Design dual_issue_scheduler, sky130hd; sources not shown.
Run 1, clock network drawn from the DEF:
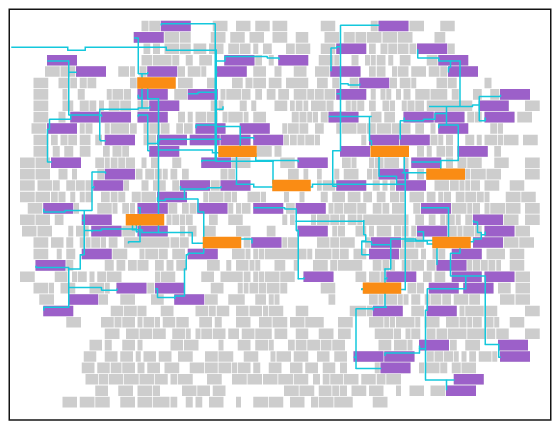
[orange] clock-net drivers | count: 9
[purple] flip-flops | count: 97
[cyan] clock wires | length: 1,190 um
routed clock nets: 10
clock share of power: 45.0%
clk pwr: 0.000690 W
worst skew pair latency: 0.35 ns

Run 1, clock wiring as the flow saved it:
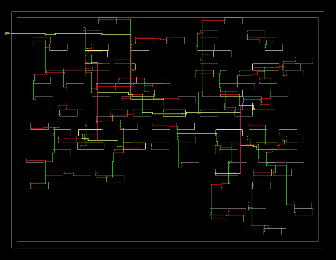
clk_buf instances: 10
Sink Count: 97
CTS Buf Count: 9
flip-flops: 97

Run 1, drive-strength map:
The bar under the picture is 50 um long.
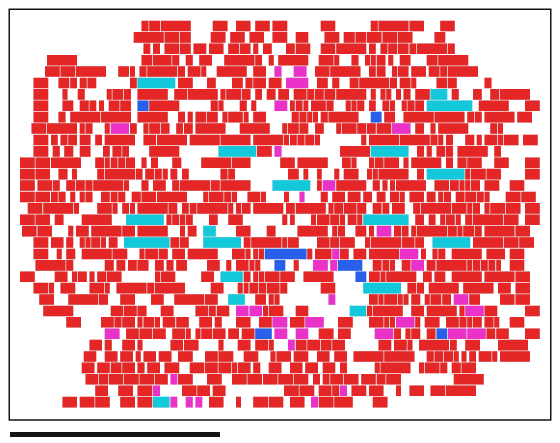
[red] x1 and smaller | cells: 803 | share: 93% | most used: clkdlybuf4s50_1
[blue] x3 and x4 | cells: 8 | share: 0.92% | most used: buf_4
[cyan] x6 and larger | cells: 18 | share: 2.1% | most used: clkbuf_16
[magenta] x2 | cells: 37 | share: 4.3% | most used: buf_2
post-route cell area: 0.00771 mm2
non-clock buffer count: 180
final setup margin: 0.0923 ns
Layout area overhead: 34.6%

Run 1, I/O nets highlighted:
The bar under the picture is 50 um long.
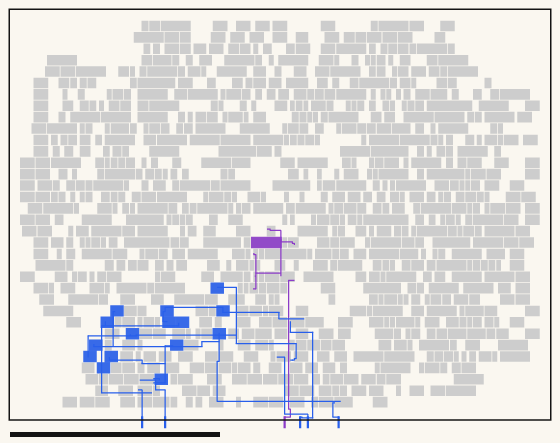
[purple] state_second | bits: 1 | direction: output | end cells: 1 | buffers: 1 | wire: 70.7 um
[blue] id_rt1 | bits: 5 | direction: input | end cells: 15 | buffers: 5 | wire: 365 um
Ports: 155
PortBufs: 143

==> run notes, run 1 <==
yosys + openroad results -> dpl cells=993, dominant kind of cell=combinational gates, Slew Limit Fails=0, all-layer global routing usage=29.4%, critical path's largest stage delay=0.60 ns, worst setup path category=input port to output port, Pwr top=the clock network, Final period util=98.4%, Dominant flop cell=dfxtp_1, Final Critical Period=5.71 ns, vias in the first global route=5,857, top cells by area=dfxtp_1 34%, xor2_1 6.9%, xnor2_1 5.2%, nand2_1 4.3%, mux2i_1 4.0%, Adder Area Share=0.655%, global route hottest layer=met2, Clock Network Area Fraction=4.44%, outcome=complete, no violations, share of layout cells above drive strength 1=7.27%, Seq/Total Area, Yosys=33.9%, hold depth=2, Synth Cell Area=0.00573 mm2, routed len/inst=18.1 um, Worst Path Required=4.01 ns, diode count=0, Crit Path Max Fanout=4, comb area leader=simple AND/OR/NAND/NOR gates, # DRC=0, Warnings, synthesis=0, Gate power share=11.4%, switch share=24.4%, Cell Type Count=55, combinational share of cell area=46.0%, worst min-delay path class=flip-flop to flip-flop, number of non-clock inverters=21, Die Y=97.7 um, NonClk Buf Share=21.0%, PwrDens=199 mW/mm2, Mux area share=4.02%, Flop area=0.00194 mm2, setup_tns=0 ns, combinational gates=552, R2R setup slack=2.61 ns, # H-tree levels=3, tool warnings=28, CTS root buffer=clkbuf_16, core area=0.0115 mm2, Least-Margin Pin Slew=1.03 ns, CTS tree=done, chip footprint=0.0126 mm2, Mapped Avg Cell Area=8.12 um2, leading area contributor after synthesis=dfxtp_1, ao+oa area frac=14.4%, die extent in x=129 um, Mapped Cells=706, Setup violations, final=0, Flop pwr share=43.6%, sequential power=0.000670 W, yosys simple share=30.4%, setup bufs post-CTS=1, top-count cell post-synth=dfxtp_1, CTS resizes=14, Place WS=-0.895 ns, Initial Util=49.9%, Area leader share=33.9%, RePlAce Congestion=0.942, num rows=34, Comb gate area=0.00355 mm2, initial antenna violation count=0, NumNets Final=919, Final Hold Viols=0, cell-internal power=0.00116 W, vias=6,098, Routed WL=18,300 um, met2 Resource Use GR=45.5%, slowest CP cell=or4_1, Core Util, Final=67.2%, max frequency=175 MHz, Chip Area, Yosys=0.00573 mm2, Switching Power=0.000375 W, depth of the worst register-to-register path=9
run 1: worst max-delay path: cells and delay by family:
kind | cells | cell delay, ns
buf+inv | 2 | 0.72
compound gates | 3 | 0.59
simple gates | 3 | 0.87
run 1: routing by layer:
layer	vias to the layer above	part of all wire, %	wire [um]
met5	-	0	0
met4	0	2.1	377
met3	37	7.9	1440
met2	298	45	8310
met1	2929	45	8150
li1	2834	-	-
run 1: cell usage in the layout, fill, tap and decap left out, types with 22 or more instances in the layout:
cell type          n
clkdlybuf4s50_1  139
dfxtp_1           97
nand2_1           66
nor2_1            53
xor2_1            45
nand3_1           45
a21oi_1           39
xnor2_1           34
o21ai_0           25
mux2i_1           23
nand2b_1          22
Run 1, cells coloured by class:
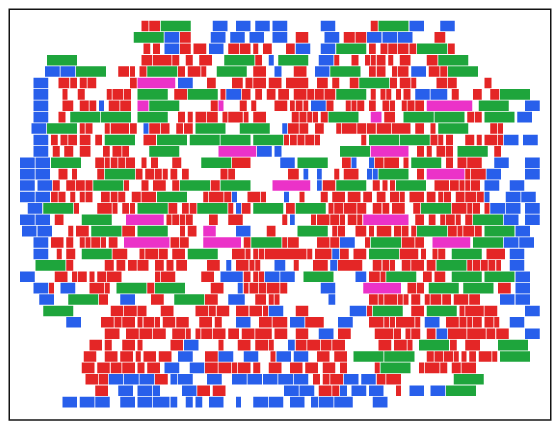

==> inputs of run 2 (changes only) <==
- CORE_MARGIN: 2 -> unset
- CORE_UTILIZATION: 49 -> 44
- GPL_TIMING_DRIVEN: 0 -> 1
- PLACE_DENSITY: 0.82 -> 0.78
- clock period: 5.8 -> 4.96 ns (I/O delays scaled with it)
Run 2, cells coloured by class:
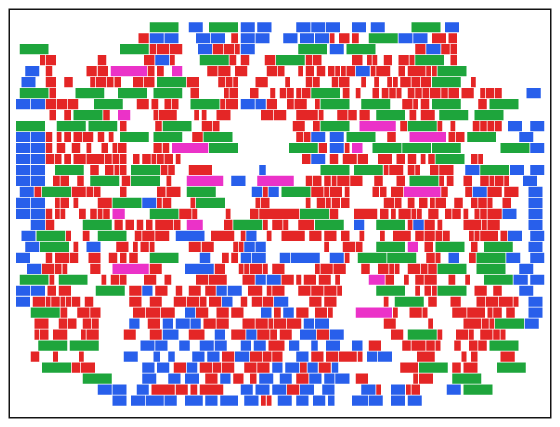
[green] registers | cells: 97
[magenta] clock drivers and dummy loads | cells: 16
[red] remaining logic cells | cells: 573
[blue] remaining buffers and delay cells | cells: 190
post-route cell area: 0.00793 mm2
Core Util, Final: 63.6%
num rows: 35

Run 2, clock network drawn from the DEF:
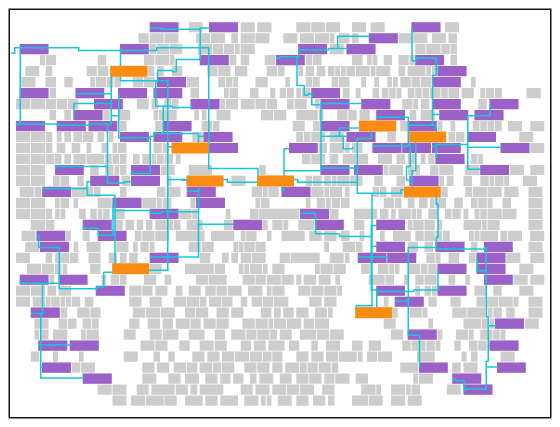
[purple] flip-flops | count: 97
[cyan] clock wires | length: 1,250 um
[orange] clock-net drivers | count: 9
flops lie: all over the die
clk pwr: 0.000684 W
clock share of power: 40.5%

==> run 2 against run 1 <==
Utilization decreased by 3.6 points; worst setup slack got worse by 0.032 ns; non-clock buffer count increased by 10; clock power decreased by 0.9%; global-route usage decreased by 4.2 points; die area increased by 7.2%; cell count increased by 3.2%; flip-flop count unchanged; first-iteration DRC count decreased by 28%; critical path depth increased by 1; highest routed layer unchanged.
==> run notes, run 2 <==
yosys + openroad results -> clock transition time at the flip-flop clock pins of the worst setup and hold paths=0.07 ns, Worst Path Required=3.42 ns (-0.59 ns), tool warnings=28 (unchanged), vias in the first global route=5,420 (-7.5%), switch share=27.4% (+3.0 points), Mapped Avg Cell Area=8.12 um2 (unchanged), Gate power share=13.1% (+1.7 points), CTS root buffer=clkbuf_16, Crit Path Max Fanout=2 (-2), Switching Power=0.000462 W (+23%), Cell Area, Placed=0.00761 mm2, Rel. slew slack=31.6%, outcome=complete, no violations, hold depth=2 (unchanged), Ports=155 (unchanged), global route hottest layer=met2, R2R setup slack=2.08 ns (-0.53 ns), top-count cell post-synth=dfxtp_1, final setup margin=0.0601 ns (-0.0322 ns), leading area contributor after synthesis=dfxtp_1, Least-Margin Pin Slew=1.02 ns (-0.00930 ns), Floorplan Nets=764, Initial Util=45.9% (-4.0 points), Synth top cells by count=97 x dfxtp_1, 66 x nand2_1, 53 x nor2_1, 45 x nand3_1, 45 x xor2_1, Final Hold Viols=0 (unchanged), Flop pwr share=46.4% (+2.8 points), worst setup path category=input port to output port, Mapped Cells=706 (unchanged), PwrDens=213 mW/mm2 (+6.9%), Final HPWL DP=12,700 um, initial antenna violation count=0 (unchanged), chip footprint=0.0135 mm2 (+7.2%), CTS tree=done, Final Critical Period=4.90 ns, depth of the worst register-to-register path=8 (-1), Area leader share=33.9% (unchanged), die extent in x=134 um (+3.8%), CTS resizes=46 (+32), met1 Usage GRT=34.1%, comb pwr=0.000221 W, Setup violations, final=0 (unchanged), Layout area overhead=38.4%, Slew Limit Fails=0 (unchanged), met2 wire length=7960 um (-4.2%), Top cell excl fill/tap=clkdlybuf4s50_1, diode count=0 (unchanged), max frequency=204 MHz, core area=0.0125 mm2 (+8.7%), top cells by area=dfxtp_1 34%, xor2_1 6.9%, xnor2_1 5.2%, nand2_1 4.3%, mux2i_1 4.0%, crit end category=output port, routed wl met3=1120 um (-22%), post-route insts no fill=1,042, Sink Count=97 (unchanged), routed len/inst=16.4 um (-9.6%), worst min-delay path class=flip-flop to flip-flop, Cell Type Count=55 (unchanged), post-DR vias/cell=5.71, Warnings, synthesis=0 (unchanged), # H-tree levels=3 (unchanged), setup bufs post-CTS=2 (+1), cell-internal power=0.00123 W (+5.7%), met2 Resource Use GR=41.1% (-4.4 points), drt first-iter violations=358, Pwr top=sequential cells, Max Cap Viol=0, Power, Total=0.00169 W, Dominant flop cell=dfxtp_1, # DRC=0 (unchanged), Post-synth EDFFs=0, startpoint type of the worst setup path=input port, Synth Cell Area=0.00573 mm2 (unchanged), Final period util=98.8%, ys cells=706, CTS max path bufs=2, Final ANT Viol Nets=0, WP data arrival=3.36 ns, worst skew pair latency=0.35 ns (about the same), most common logic cells in the final layout=121 x clkdlybuf4s50_1, 97 x dfxtp_1, 66 x nand2_1, CTS Buf Count=9 (unchanged), setup_tns=0 ns (unchanged), fraction of registers with async set/reset=0%, global routing met3 resource utilization=4.37%, drt first pass iters=5, vias=5,947 (-2.5%), dpl cells=1,024 (+3.1%), Place WS=-0.320 ns (+0.574 ns), peak supply drop=0.000183 V, share of layout cells above drive strength 1=11.3% (+4.0 points), Hold Buf Count CTS=0, Chip Area, Yosys=0.00573 mm2 (unchanged), Seq/Total Area, Yosys=33.9% (unchanged), Seq cells post-synth=97, pin count of the biggest net entering global routing=62, NumNets Final=929 (+1.1%), Lkg Pwr=2.79 nW, Congestion Overflow GR=0, Die Y=101 um (+3.3%), sequential power=0.000783 W (+17%), WL met1=7700 um (-5.6%), top routing layer in use=met4, hold slack=0.453 ns, all-layer global routing usage=25.2% (-4.2 points), RePlAce Congestion=0.901 (-4.3%), first-pass GRT wire length=27,200 um, Routed WL=17,000 um (-6.8%)
Run 2, I/O nets highlighted:
The bar under the picture is 50 um long.
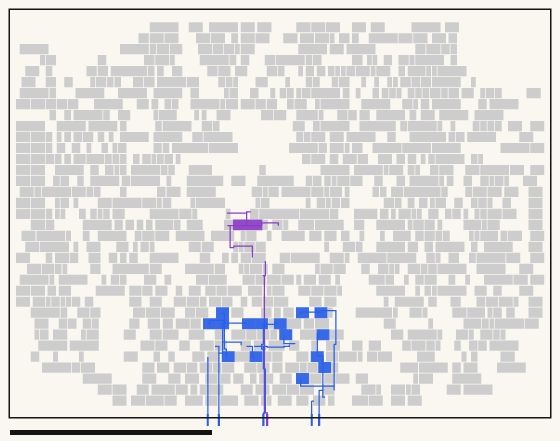
[purple] state_second | bits: 1 | direction: output | end cells: 1 | buffers: 1 | wire: 76.6 um
[blue] id_rt1 | bits: 5 | direction: input | end cells: 15 | buffers: 7 | wire: 187 um
PortBufs: 153

-- run 2: cell families after synthesis --
family	after synthesis	share of synthesized area [%]
fa+ha+maj	3	0.655
compound gates	125	14.4
buf+inv	57	4.52
flops	97	33.9
mux	23	4.02
xor+xnor	79	12.1
simple gates	322	30.4
-- run 2: area by class of cell --
class                           count  area [um2]
Clock buffer                        9         225
Tap cell                          166         208
Sequential cell                    97        1940
Fill cell                        1086        4550
Inverter                           21        78.8
Clock inverter                      7        62.6
Multi-Input combinational cell    552        3610
Timing Repair Buffer              190        1800
-- run 2: worst max-delay path, stage by stage --
cell and delay, ns:
clkdlybuf4s15_2 0.21, or4_4 0.48, o21ai_2 0.15, o22a_2 0.20
o21ai_2 0.05, o31a_1 0.27, o21ai_1 0.23, a21oi_4 0.09
buf_12 0.18
No activity file was given, so power comes from the tool's default toggle rates.
